Fig. 1: nets reached from selected ports
Drawn at 6 px/micron.
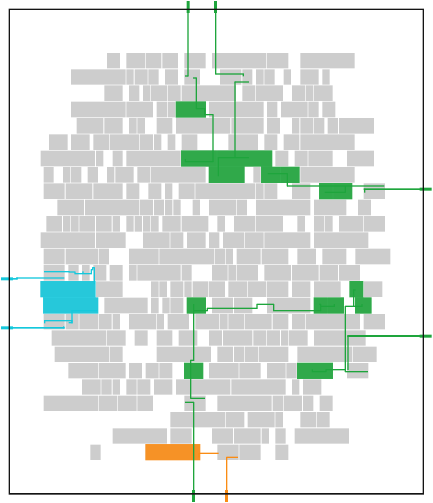
Fig. 2: met3 routing
Drawn at 4 px/micron.
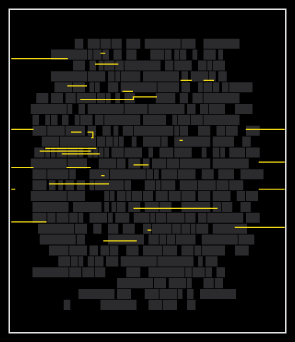
Fig. 3: the clock network
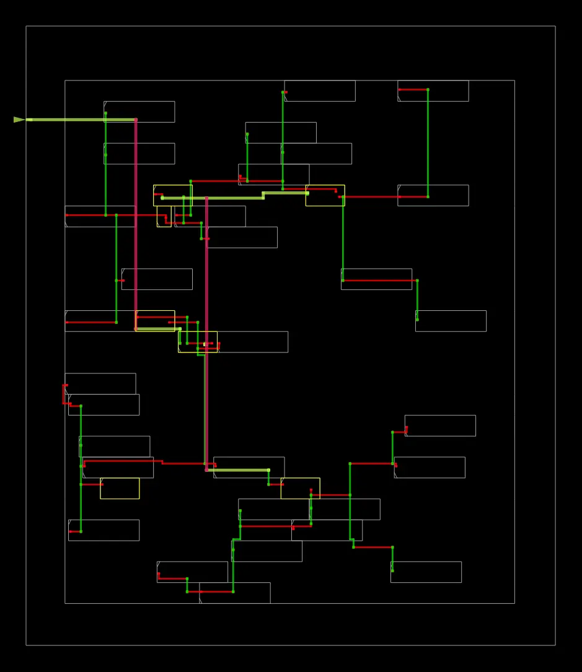
Fig. 4: cell classes on the final placement
Drawn at 3 px/micron.
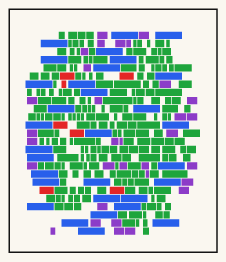
Fig. 5: clock network drawn from the DEF
Drawn at 6 px/micron.
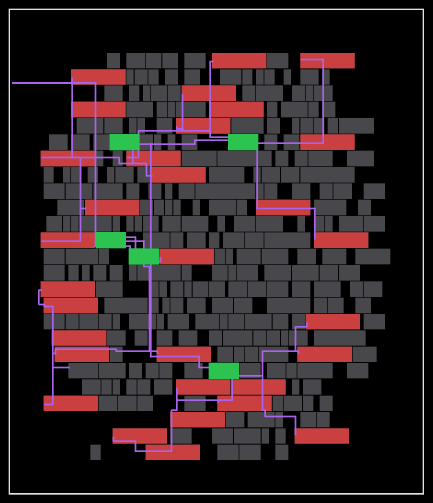
[src/rtl/fmr_fault_locator_if.sv]
// Sample/status bundle between the five-replica datapath and the fault locator.
// master drives samples and reads status; slave is the locator itself.
interface fmr_fault_locator_if;
    logic       in_valid;
    logic [4:0] rep;
    logic       clr;
    logic       A;
    logic       out_valid;
    logic       tie;
    logic [4:0] fault;
    logic       new_fault;
    logic [1:0] state;

    modport master (
        output in_valid, rep, clr,
        input  A, out_valid, tie, fault, new_fault, state
    );

    modport slave (
        input  in_valid, rep, clr,
        output A, out_valid, tie, fault, new_fault, state
    );
endinterface

[src/rtl/fmr_fault_locator.sv]
// 5MR fault locator: masked majority vote over five replicas, per-replica
// mismatch counters, latched fault mask and health state.
// Optional build macro FMR_RECOVERY_EN: faulty replicas that agree with the
// vote for RECOVER consecutive samples are reinstated.
//
// state    | meaning
// ---------+------------------------------------
// NORMAL   | no replica marked faulty
// DEGRADED | one or two replicas marked faulty
// FAILED   | three or more replicas marked faulty
module fmr_fault_locator #(
    parameter int THRESH  = 3,
    parameter int RECOVER = 8
) (
    input  logic               clk,
    input  logic               rst_n,
    fmr_fault_locator_if.slave bus
);
    localparam int CMAX = (THRESH > RECOVER) ? THRESH : RECOVER;
    localparam int CW   = $clog2(CMAX + 1);
    localparam logic [CW-1:0] ONE = CW'(1);
    localparam logic [CW-1:0] THR = CW'(THRESH);
`ifdef FMR_RECOVERY_EN
    localparam logic [CW-1:0] REC = CW'(RECOVER);
`endif

    typedef enum logic [1:0] {
        NORMAL   = 2'b00,
        DEGRADED = 2'b01,
        FAILED   = 2'b10
    } health_t;

    health_t       state_q, state_d;
    logic [4:0]    fault_q, fault_d;
    logic [CW-1:0] cnt_q [5];
    logic [CW-1:0] cnt_d [5];
    logic          a_q, a_d;
    logic          ov_q, ov_d;
    logic          tie_q, tie_d;
    logic          nf_q, nf_d;
    logic [2:0]    h, k;
    logic          is_tie, res;

    function automatic health_t derive(input logic [4:0] f);
        int n;
        n = 0;
        for (int i = 0; i < 5; i++) n = n + int'(f[i]);
        if (n == 0)      return NORMAL;
        else if (n <= 2) return DEGRADED;
        else             return FAILED;
    endfunction

    // Vote over the replicas that are healthy before this sample is applied.
    always_comb begin
        h = '0;
        k = '0;
        for (int i = 0; i < 5; i++) begin
            if (!fault_q[i]) begin
                h = h + 3'd1;
                if (bus.rep[i]) k = k + 3'd1;
            end
        end
        is_tie = ({k, 1'b0} == {1'b0, h});
        res    = ({k, 1'b0} >  {1'b0, h});
    end

    // Next-state: counters, fault mask, voted output and health state.
    always_comb begin
        fault_d = fault_q;
        cnt_d   = cnt_q;
        a_d     = a_q;
        ov_d    = 1'b0;
        tie_d   = 1'b0;
        nf_d    = 1'b0;
        state_d = state_q;
        if (bus.clr) begin
            fault_d = '0;
            for (int i = 0; i < 5; i++) cnt_d[i] = '0;
            state_d = NORMAL;
        end else if (bus.in_valid) begin
            ov_d = 1'b1;
            if (is_tie) begin
                tie_d = 1'b1;
            end else begin
                a_d = res;
                for (int i = 0; i < 5; i++) begin
                    if (!fault_q[i]) begin
                        if (bus.rep[i] != res) begin
                            if (cnt_q[i] + ONE == THR) begin
                                fault_d[i] = 1'b1;
                                cnt_d[i]   = '0;
                            end else begin
                                cnt_d[i] = cnt_q[i] + ONE;
                            end
                        end else begin
                            cnt_d[i] = '0;
                        end
                    end
`ifdef FMR_RECOVERY_EN
                    else begin
                        if (bus.rep[i] == res) begin
                            if (cnt_q[i] + ONE == REC) begin
                                fault_d[i] = 1'b0;
                                cnt_d[i]   = '0;
                            end else begin
                                cnt_d[i] = cnt_q[i] + ONE;
                            end
                        end else begin
                            cnt_d[i] = '0;
                        end
                    end
`endif
                end
                nf_d = |(fault_d & ~fault_q);
            end
            state_d = derive(fault_d);
        end
    end

    // State registers with asynchronous active-low reset.
    always_ff @(posedge clk or negedge rst_n) begin
        if (!rst_n) begin
            fault_q <= '0;
            for (int i = 0; i < 5; i++) cnt_q[i] <= '0;
            a_q     <= 1'b0;
            ov_q    <= 1'b0;
            tie_q   <= 1'b0;
            nf_q    <= 1'b0;
            state_q <= NORMAL;
        end else begin
            fault_q <= fault_d;
            for (int i = 0; i < 5; i++) cnt_q[i] <= cnt_d[i];
            a_q     <= a_d;
            ov_q    <= ov_d;
            tie_q   <= tie_d;
            nf_q    <= nf_d;
            state_q <= state_d;
        end
    end

    assign bus.A         = a_q;
    assign bus.out_valid = ov_q;
    assign bus.tie       = tie_q;
    assign bus.fault     = fault_q;
    assign bus.new_fault = nf_q;
    assign bus.state     = state_q;
endmodule

[src/flat_wrapper.sv]
// flat-port wrapper written by rule: the top's interface ports become plain ports
module fmr_fault_locator_flat 
#(
    parameter int THRESH  = 3,
    parameter int RECOVER = 8
)
  (clk, rst_n, bus_in_valid, bus_rep, bus_clr, bus_A, bus_out_valid, bus_tie, bus_fault, bus_new_fault, bus_state);
  fmr_fault_locator_if bus_i ();
  input  logic clk;
  input  logic rst_n;
  input wire logic [$bits(bus_i.in_valid)-1:0] bus_in_valid;
  input wire logic [$bits(bus_i.rep)-1:0] bus_rep;
  input wire logic [$bits(bus_i.clr)-1:0] bus_clr;
  output wire logic [$bits(bus_i.A)-1:0] bus_A;
  output wire logic [$bits(bus_i.out_valid)-1:0] bus_out_valid;
  output wire logic [$bits(bus_i.tie)-1:0] bus_tie;
  output wire logic [$bits(bus_i.fault)-1:0] bus_fault;
  output wire logic [$bits(bus_i.new_fault)-1:0] bus_new_fault;
  output wire logic [$bits(bus_i.state)-1:0] bus_state;
  assign bus_i.in_valid = bus_in_valid;
  assign bus_i.rep = bus_rep;
  assign bus_i.clr = bus_clr;
  assign bus_A = bus_i.A;
  assign bus_out_valid = bus_i.out_valid;
  assign bus_tie = bus_i.tie;
  assign bus_fault = bus_i.fault;
  assign bus_new_fault = bus_i.new_fault;
  assign bus_state = bus_i.state;
  fmr_fault_locator #(.THRESH(THRESH), .RECOVER(RECOVER)) u_core (.clk(clk), .rst_n(rst_n), .bus(bus_i));
endmodule
[config.mk]
export PLATFORM = sky130hd
export DESIGN_NAME = fmr_fault_locator_flat
export DESIGN_NICKNAME = d
export VERILOG_FILES = /design/src/rtl/fmr_fault_locator_if.sv /design/src/rtl/fmr_fault_locator.sv /design/src/flat_wrapper.sv
export SDC_FILE = /design/constraint.sdc
export NUM_CORES = 1
export LEC_CHECK = 0
export CAP_MARGIN = 30
export CORE_ASPECT_RATIO = 1.2
export CORE_MARGIN = 5
export CORE_UTILIZATION = 59
export CTS_CLUSTER_DIAMETER = 80
export CTS_CLUSTER_SIZE = 28
export DETAILED_ROUTE_END_ITERATION = 10
export GPL_TIMING_DRIVEN = 0
export PLACE_DENSITY = 0.88
export SLEW_MARGIN = 10
export SYNTH_ARGS = -nofsm -noshare
export SYNTH_HDL_FRONTEND = slang
export SYNTH_SLANG_ARGS = --single-unit
export TNS_END_PERCENT = 10
[constraint.sdc]
create_clock -name clk -period 6.05 [get_ports clk]
set_input_delay 1.21 -clock clk [delete_from_list [all_inputs] [get_ports clk]]
set_output_delay 1.21 -clock clk [all_outputs]
set_load 0.05 [all_outputs]
==> impl_metrics.csv <==
group,metric,value,unit
status,status,"finished with violations",
status,violations,"setup timing",
final_timing,tns,-0.1519,ns
clock_network,clk_pin_slew_worst_paths,0.07,ns
run,max_cap_viol_count,0,
finish,area_growth,20.37,%
clock_network,cts_buffer_depth,2,
final_timing,hold_viol,0,
yosys,yosysTopAreaCell,"dfrtp_1",
clock_network,htreeDepth,2,
yosys,ys_cells,253,
pwr,switching_share,0.4032,
place,post-place-ws,-1.216,ns
floorplanning,initial_core_util,0.6154,
yosys,synth_warnings,0,
finish,n_fill_cell,303,
critical_path,rr_startpoint,"u_core.bus.fault[1]",
grt,grt_use_total,0.2167,
floorplanning,die_w,68.77,microns
critical_path,crit_path_frequent_cell,"ha_1",
routing,wl_per_cell,16.01,microns
yosys,enable_flop_cells,0,
floorplanning,die_y,80.52,microns
critical_path,cp-start-kind,"primary input",
finish,mi_logic_area,1650,sq um
routing,antenna_left,0,
finish,fin_util,0.7408,
pwr,pwr-share-seq,0.301,
pwr,combPwrFrac,0.514,
critical_path,reg2reg_depth,27,
final_timing,finalClockPeriodUsage,1.016,
grt,grt_max_degree,32,
yosys,synthCells,253,
yosys,syn_nets,286,
grt,grt_use_met3,0.03636,
place,place_inst,326,
critical_path,crit_path_end_kind,"flip-flop",
final_timing,slew_headroom,0.5085,
routing,vias_per_cell,5.915,
floorplanning,die_area,5537,sq um
place,gp_congestion,0.7892,
worst_hold_path,worstHoldPathCells,1,
final_timing,tightest_slew,0.7372,ns
critical_path,critical_path.startpoint,"bus_rep[0]",
run,tool_warnings,35,
final_timing,postLayoutSetupSlackWorst,-0.09429,ns
finish,regArea,775.7,sq um
critical_path,slowest_delay,0.52,ns
worst_hold_path,min_from,"u_core.cnt_q[10]",
final_timing,setup_viol,2,
critical_path,crit_path_top_delay_cell,"fa_1",
place,dp_hpwl,3.779,mm
critical_path,worstPathMaxFanout,4,
yosys,postSynthSeqShare,0.3173,
critical_path,path_class,"in2reg",
yosys,topCellsByArea,"dfrtp_1, ha_1, xnor2_1, xor2_1, nand2b_1",
place,dpl-instance-area,2748,sq um
finish,final_nets,320,
pwr,p_switching,361.7,uW
final_timing,finalCriticalPeriod,6.144,ns
grt,grt_pass1_wl,9.073,mm
yosys,ys_ff,31,
yosys,ys_top_cells_by_count,"dfrtp_1, ha_1, inv_1, nand2_1, xnor2_1",
yosys,synthArstFlopShare,1.000,
pwr,internal_power,535.4,uW
grt,grt_pass1_vias,2008,
clock_network,tritoncts,"yes",
grt,top_usage_layer,"met2",
yosys,most_common_cell,"dfrtp_1",
final_timing,fmax,162.8,MHz
yosys,synth.distinct_cells,52,
pwr,peakVddDrop,0.2494,mV
finish,drive_above_1_share,0.1672,
pwr,p_per_area,304.9,nW/um^2
routing,drc,0,
grt,overflow,0,
routing,drt_iter0_drc,97,
finish,n_antenna_cell,0,
yosys,synth_area,2445,sq um
pwr,power.leakage,1.309,nW
routing,dr.pass1.iters,4,
final_timing,grt_setup_unrepaired,"yes",
pwr,finalPower,897.1,uW
yosys,flop_cell,"dfrtp_1",
Notes on Fig. 1 above:
colour	port	direction	edge	end cells	wire
cyan	bus_state	output	left	2	42.0 microns
green	bus_rep	input	2 top, 2 right, 1 bottom	15	213 microns
orange	bus_tie	output	bottom	1	11.3 microns
IO Count: 20
port bufs: 19

Notes on Fig. 2 above:
longest straight run	20.7 microns
nets with wire on the layer	23
main direction	horizontal
drt total wl: 5.461 mm
vias: 2,017

Notes on Fig. 3 above:
CLK BUF: 6
CTS buffer count: 5
number of sequential cells: 31
# clock sinks: 31

Notes on Fig. 4 above:
colour	class	cells	share of their area
purple	remaining buffers and delay cells	32	10%
blue	sequential cells	31	27%
green	combinational and other logic	217	60%
red	clock drivers and dummy loads	7	3.0%
final instance area: 2943 sq um
core area: 3973 sq um
fraction of area in registers: 0.2636
# rows: 25

Notes on Fig. 5 above:
[green] clock drivers | count: 5
[red] flip-flops | count: 31
[purple] clock wires | length: 437 microns
flops lie	all over the die
Clk pwr share: 0.185
worst skew pair latency: 0.29 ns
clock skew: 0.01021 ns
Clk. pwr: 166 uW

## path summary, 6_finish.rpt
path	slack, ns	endpoint
min reg2reg	0.53	u_core.cnt_q[10]
min	0.53	u_core.cnt_q[10]
min in group asynchronous	0.98	u_core.bus.fault[2]
max reg2reg	0.27	u_core.bus.state[0]
max	-0.09	u_core.bus.state[0]
max in group asynchronous	4.59	u_core.bus.fault[1]
## per-layer routing
metal / vias to the layer above / part of all wire / wire length, microns
met3: 9 / 0.036 / 198
met4: 0 / 0.017 / 93
met1: 991 / 0.41 / 2260
met5: - / 0 / 0
li1: 971 / - / -
met2: 46 / 0.53 / 2908
## power groups by stage
stage	combinational (mW)	clock [mW]	sequential, mW
3_5_place_dp	0.370	0	0.271
6_report	0.461	0.166	0.270
2_1_floorplan	0.260	0	0.292
5_1_grt	0.500	0.181	0.274
4_1_cts	0.402	0.170	0.268
3_3_place_gp	0.356	0	0.270
## sequential cells by signal (all words and copies together), names as in the netlist
signal,cells
u_core.bus.out_valid,1
u_core.bus.new_fault,1
u_core.bus.A,1
u_core.bus.tie,1
u_core.bus.state,2
u_core.bus.fault,5
u_core.cnt_q,20
## critical path, delay by kind of cell
family | cells | cell delay [ns]
compound gates | 5 | 0.75
simple gates | 6 | 0.69
buf+inv | 5 | 0.41
fa+ha+maj | 8 | 2.38
mux | 2 | 0.60
xor+xnor | 2 | 0.30
## cells in the final DEF, fill, tap and decap left out, types with 3 or more instances in the layout
cell type / n
inv_1: 18
clkdlybuf4s50_1: 16
nand4_1: 3
nand3_1: 6
nand2b_1: 11
o22ai_1: 5
or2_2: 3
nand3b_1: 5
buf_6: 5
xor2_1: 7
a21o_1: 3
xnor2_2: 3
a21oi_1: 4
nor2_1: 8
buf_4: 7
xnor2_1: 13
nand2_1: 18
a31oi_1: 8
nor3_1: 7
o21ai_0: 7
clkbuf_8: 6
dfrtp_1: 31
o2bb2ai_1: 4
ha_1: 20
mux2i_1: 4
o21a_1: 3
o31ai_1: 3
nor2b_1: 6
or3_1: 3
## layout make-up
| class | instances | area share |
|---|---|---|
| Multi-Input combinational cell | 197 | 0.5608 |
| Sequential cell | 31 | 0.2636 |
| Timing Repair Buffer | 27 | 0.08333 |
| Clock buffer | 6 | 0.02806 |
| Inverter | 20 | 0.02551 |
| Tap cell | 54 | 0.02296 |
| Buffer | 5 | 0.01403 |
| Clock inverter | 1 | 0.001701 |
## kinds of logic after synthesis
| logic type | synth area share |
|---|---|
| AND/OR/NAND/NOR | 0.1812 |
| XOR/XNOR | 0.1136 |
| adder cells (fa/ha/maj) | 0.1290 |
| flip-flops | 0.3173 |
| buffers and inverters | 0.04759 |
| AND-OR/OR-AND | 0.1812 |
| multiplexers | 0.03019 |
## repair_timing
item / in CTS / in global routing
setup endpoints to repair: 2 / 2
hold buffers: 0 / 0
hold endpoints to repair: 0 / 0
resized: 15 / 6
pin swaps: 13 / 6
setup buffers: 3 / 5
No activity file was given, so power comes from the tool's default toggle rates.
